### src/rtl/shared_counter_pkg.sv
// Shared definitions for the round-robin shared-counter scheduler.
package shared_counter_pkg;

  localparam int unsigned CNT_MAX_W = 32;

  typedef enum logic [1:0] {
    OP_INC  = 2'b00,
    OP_ADD  = 2'b01,
    OP_LOAD = 2'b10,
    OP_READ = 2'b11
  } op_e;

  // Next counter value; callers truncate to their own width, so the sum wraps modulo 2^W.
  function automatic logic [CNT_MAX_W-1:0] apply_op(
    input logic [CNT_MAX_W-1:0] count,
    input op_e                  op,
    input logic [CNT_MAX_W-1:0] data
  );
    logic [CNT_MAX_W-1:0] nxt;
    case (op)
      OP_INC:  nxt = count + CNT_MAX_W'(1);
      OP_ADD:  nxt = count + data;
      OP_LOAD: nxt = data;
      default: nxt = count;
    endcase
    return nxt;
  endfunction

endpackage

### src/rtl/shared_counter_sched_rr_arbiter.sv
// Combinational round-robin arbiter: first eligible index at or after ptr, wrapping mod N.
module rr_arbiter #(
  parameter int unsigned N = 4
) (
  input  logic [N-1:0]         eligible,
  input  logic [$clog2(N)-1:0] ptr,
  output logic [N-1:0]         win,
  output logic                 any
);

  localparam int unsigned PW = $clog2(N);

  always_comb begin
    win = '0;
    any = 1'b0;
    for (int unsigned i = 0; i < N; i++) begin
      int unsigned idx;
      idx = 32'(ptr) + i;
      if (idx >= N) idx = idx - N;
      if (!any && eligible[idx[PW-1:0]]) begin
        win[idx[PW-1:0]] = 1'b1;
        any              = 1'b1;
      end
    end
  end

endmodule

### src/rtl/shared_counter_sched.sv
// Round-robin scheduler sharing one counter among N requesters (fetch-and-op, 2-stage pipe).
module shared_counter_sched
  import shared_counter_pkg::*;
#(
  parameter int unsigned    N         = 4,
  parameter int unsigned    W         = 8,
  parameter logic [W-1:0]   RESET_VAL = W'(1)
) (
  input  logic                 clk,
  input  logic                 rst,
  input  logic [N-1:0]         req,
  input  logic [2*N-1:0]       op,
  input  logic [W*N-1:0]       data,
  output logic [N-1:0]         gnt,
  output logic                 rsp_valid,
  output logic [$clog2(N)-1:0] rsp_id,
  output logic [W-1:0]         rsp_data,
  output logic [W-1:0]         count
);

  localparam int unsigned PW = $clog2(N);

  logic [N-1:0]  eligible;
  logic [N-1:0]  win;
  logic          any;
  logic [PW-1:0] win_idx;
  op_e           win_op;
  logic [W-1:0]  win_data;

  logic [N-1:0]  gnt_q;
  logic [PW-1:0] ptr_q, ptr_d;
  logic          v1_q;
  op_e           op_q;
  logic [W-1:0]  data_q;
  logic [PW-1:0] id_q;

  logic [W-1:0]  count_q, count_d;
  logic          rsp_valid_q;
  logic [PW-1:0] rsp_id_q;
  logic [W-1:0]  rsp_data_q;

  logic [CNT_MAX_W-1:0] cnt_ext, dat_ext, nxt_wide;
  logic                 nxt_unused;

  // The requester granted this cycle still shows req until the edge ending its gnt cycle.
  assign eligible = req & ~gnt_q;

  rr_arbiter #(.N(N)) u_arb (
    .eligible (eligible),
    .ptr      (ptr_q),
    .win      (win),
    .any      (any)
  );

  always_comb begin
    win_idx  = '0;
    win_op   = OP_INC;
    win_data = '0;
    for (int unsigned i = 0; i < N; i++) begin
      if (win[i]) begin
        win_idx  = PW'(i);
        win_op   = op_e'(op[2*i +: 2]);
        win_data = data[W*i +: W];
      end
    end
    ptr_d = (win_idx == PW'(N-1)) ? '0 : win_idx + PW'(1);
  end

  always_comb begin
    cnt_ext          = '0;
    dat_ext          = '0;
    cnt_ext[W-1:0]   = count_q;
    dat_ext[W-1:0]   = data_q;
    nxt_wide         = apply_op(cnt_ext, op_q, dat_ext);
    count_d          = nxt_wide[W-1:0];
    nxt_unused       = ^nxt_wide;
  end

  // Arbitration stage.
  always_ff @(posedge clk) begin
    if (rst) begin
      gnt_q  <= '0;
      v1_q   <= 1'b0;
      ptr_q  <= '0;
      op_q   <= OP_INC;
      data_q <= '0;
      id_q   <= '0;
    end else if (any) begin
      gnt_q  <= win;
      v1_q   <= 1'b1;
      ptr_q  <= ptr_d;
      op_q   <= win_op;
      data_q <= win_data;
      id_q   <= win_idx;
    end else begin
      gnt_q  <= '0;
      v1_q   <= 1'b0;
    end
  end

  // Commit stage: response carries the value the counter held before this op.
  always_ff @(posedge clk) begin
    if (rst) begin
      count_q     <= RESET_VAL;
      rsp_valid_q <= 1'b0;
      rsp_id_q    <= '0;
      rsp_data_q  <= '0;
    end else if (v1_q) begin
      count_q     <= count_d;
      rsp_valid_q <= 1'b1;
      rsp_id_q    <= id_q;
      rsp_data_q  <= count_q;
    end else begin
      rsp_valid_q <= 1'b0;
    end
  end

  assign gnt       = gnt_q;
  assign rsp_valid = rsp_valid_q;
  assign rsp_id    = rsp_id_q;
  assign rsp_data  = rsp_data_q;
  assign count     = count_q;

endmodule

### config.mk
export PLATFORM = sky130hd
export DESIGN_NAME = shared_counter_sched
export DESIGN_NICKNAME = d
export VERILOG_FILES = /design/src/rtl/shared_counter_pkg.sv /design/src/rtl/shared_counter_sched_rr_arbiter.sv /design/src/rtl/shared_counter_sched.sv
export SDC_FILE = /design/constraint.sdc
export NUM_CORES = 1
export LEC_CHECK = 0
export CORE_ASPECT_RATIO = 1.25
export CORE_MARGIN = 4
export CORE_UTILIZATION = 57
export CTS_CLUSTER_DIAMETER = 30
export DETAILED_ROUTE_END_ITERATION = 7
export DONT_BUFFER_PORTS = 1
export GPL_TIMING_DRIVEN = 0
export PLACE_DENSITY_LB_ADDON = 0.15
export SLEW_MARGIN = 0
export SYNTH_ARGS = -nofsm -noshare
export SYNTH_HDL_FRONTEND = slang
export SYNTH_SLANG_ARGS = --single-unit
export TNS_END_PERCENT = 10
### constraint.sdc
create_clock -name clk -period 2.95 [get_ports clk]
set_input_delay 0.295 -clock clk [delete_from_list [all_inputs] [get_ports clk]]
set_output_delay 0.295 -clock clk [all_outputs]
set_load 0.01 [all_outputs]
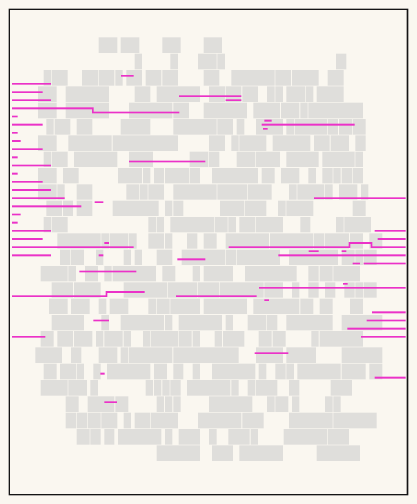
Figure 1: run 1, met3 routing.
(6 px per µm) Cells faint in the background.
nets with wire on the layer: 48
main direction: horizontal
wire length on this layer: 386 µm

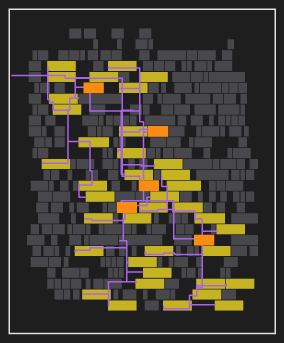
Figure 2: run 1, routed clock nets over the placement.
(4 px per µm)
[clock wires] purple | length: 462 µm
[clock drivers] orange | count: 5
[flip-flops] yellow | count: 38
routed clock nets: 6

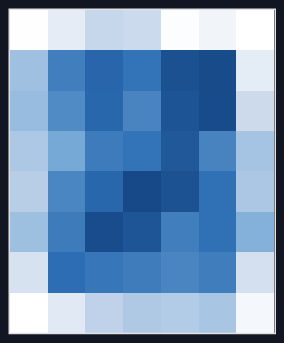
Figure 3: run 1, placement density heat map.
(4 px per µm) The die is cut into 7 by 8 equal tiles; white is low, dark blue is high, 0 to 100% covered.
nearly empty tiles: 7.1%
tiles over 75% full: 23%
densest ninth of the die: middle
fullest tile: 90%
mean over tiles: 51%

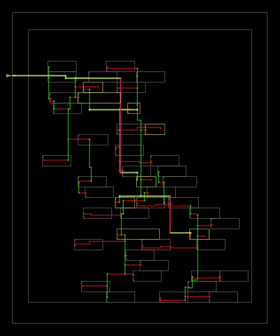
Figure 4: run 1, clock nets.
worst-skew pair later-pin latency: 0.29 ns
worst clock skew: 0.00799 ns
seq_cells: 38
clock buffer count from CTS: 5
Sink Count: 38

==> impl_metrics.ini, run 1 <==
; yosys + openroad results
[cells_and_area]
lay_top_cells = nor2_1 (39), dfxtp_1 (34), nand2_1 (19)
clk_share_pct = 4.97
comb_share_pct = 59.0
n_antenna_cell = 0
logic_gate_count = 219
finalNonFillerCells = 350

[yosys]
logic_family = AND-OR/OR-AND gates
xor_area_share_pct = 1.46
synthesis.area_mm2 = 0.00241
ys_chip_area_mm2 = 0.00241
yosysUniqueCellTypes = 51
syn_nets = 343
ys_sh_mux_pct = 6.50
postSynthCellCount = 280
ys_sh_aoi_pct = 24.5

[detailed_routing]
viasPerCell = 6.16
finalWirelength_mm = 6.26
wl_met1_mm = 2.45

[grt]
grt_max_degree = 14
overflow = 0
grt_pass1_wl_mm = 9.80
grt_use_met1_pct = 26.9

[placed_design]
dp_cells = 336
port_buffers = 0

[status]
outcome = finished, final reports clean

[critical_path]
crit_arrival_ns = 3.06
worstPathRequired_ns = 3.17
ff2ff_setup_slack_ns = 0.11
cp_max_fo = 9
worst-path-buf-inv = 2

[timing]
hold_violations = 0
tightest_slew_ns = 1.02
finalSetupViolations = 0

[power_and_ir_drop]
total_power_mw = 3.00
p_leak_nw = 1.10
p_switching_mw = 1.28

[clock_network]
ctsResizeCount = 11
postCtsSetupBuffers = 2

[floorplanning]
n_tap_cell = 56
--- run 2 (diff from run 1) ---
--- a/config.mk
+++ b/config.mk
@@ -6,7 +6,6 @@
 export NUM_CORES = 1
 export LEC_CHECK = 0
 export CORE_ASPECT_RATIO = 1.25
-export CORE_MARGIN = 4
 export CORE_UTILIZATION = 57
 export CTS_CLUSTER_DIAMETER = 30
 export DETAILED_ROUTE_END_ITERATION = 7
@@ -16,5 +15,6 @@
 export SLEW_MARGIN = 0
 export SYNTH_ARGS = -nofsm -noshare
 export SYNTH_HDL_FRONTEND = slang
+export SYNTH_HIERARCHICAL = 1
 export SYNTH_SLANG_ARGS = --single-unit
 export TNS_END_PERCENT = 10
==> run 2 against run 1 <==
Global-route usage increased by 2.8 points. Register-to-register slack gained 0.03 ns. Wire length rose by 7.5%. Non-clock buffer count grew 10. Sequential cell count is the same. First-iteration DRC count grew 6.0%. Clock skew fell by 0.0032 ns.
==> impl_metrics.ini, run 2 <==
; yosys + openroad results
[clock_network]
postCtsSetupBuffers = 1
ctsResizeCount = 22
cts_sinks = 38
clock_latency_ns = 0.29
root_buffer = clkbuf_8
cts_buffers = 5

[detailed_routing]
finalWirelength_mm = 6.73

[yosys]
logic_family = simple AND/OR/NAND/NOR gates
syn_nets = 371
top_area_share_pct = 29.7
postSynthCellCount = 311
ys_chip_area_mm2 = 0.00256
ys_sh_aoi_pct = 21.8
yosysUniqueCellTypes = 51
synthesis.area_mm2 = 0.00256
xor_area_share_pct = 0.683

[critical_path]
ff2ff_setup_slack_ns = 0.14
crit_arrival_ns = 2.97
cp_max_fo = 8
worst-path-buf-inv = 2
worstPathRequired_ns = 3.11

[placed_design]
port_buffers = 0
dp_hpwl_mm = 4.65
dp_cells = 367

[power_and_ir_drop]
p_switching_mw = 1.63
total_power_mw = 3.51
p_leak_nw = 1.24

[grt]
grt_max_degree = 11
grt_pass1_wl_mm = 9.58
grt_use_met1_pct = 29.9
overflow = 0

[floorplanning]
n_tap_cell = 56

[status]
outcome = finished, final reports clean

[timing]
tightest_slew_ns = 0.626
hold_violations = 0
finalSetupViolations = 0
worst_clock_skew_ns = 0.00484

[cells_and_area]
comb_share_pct = 62.4
flops = 38
logic_gate_count = 246
clk_share_pct = 2.78
finalNonFillerCells = 381
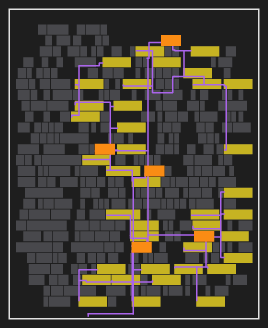
Figure 5: run 2, routed clock nets over the placement.
(4 px per µm)
[clock wires] purple | length: 426 µm
[clock drivers] orange | count: 5
[flip-flops] yellow | count: 38
routed clock nets: 6

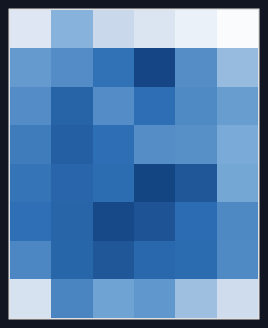
Figure 6: run 2, placement density heat map.
(4 px per µm) The die is cut into 6 by 8 equal tiles; white is low, dark blue is high, 0 to 100% covered.
emptiest ninth of the die: top right
tiles over 75% full: 31%
mean over tiles: 61%
fullest tile: 92%

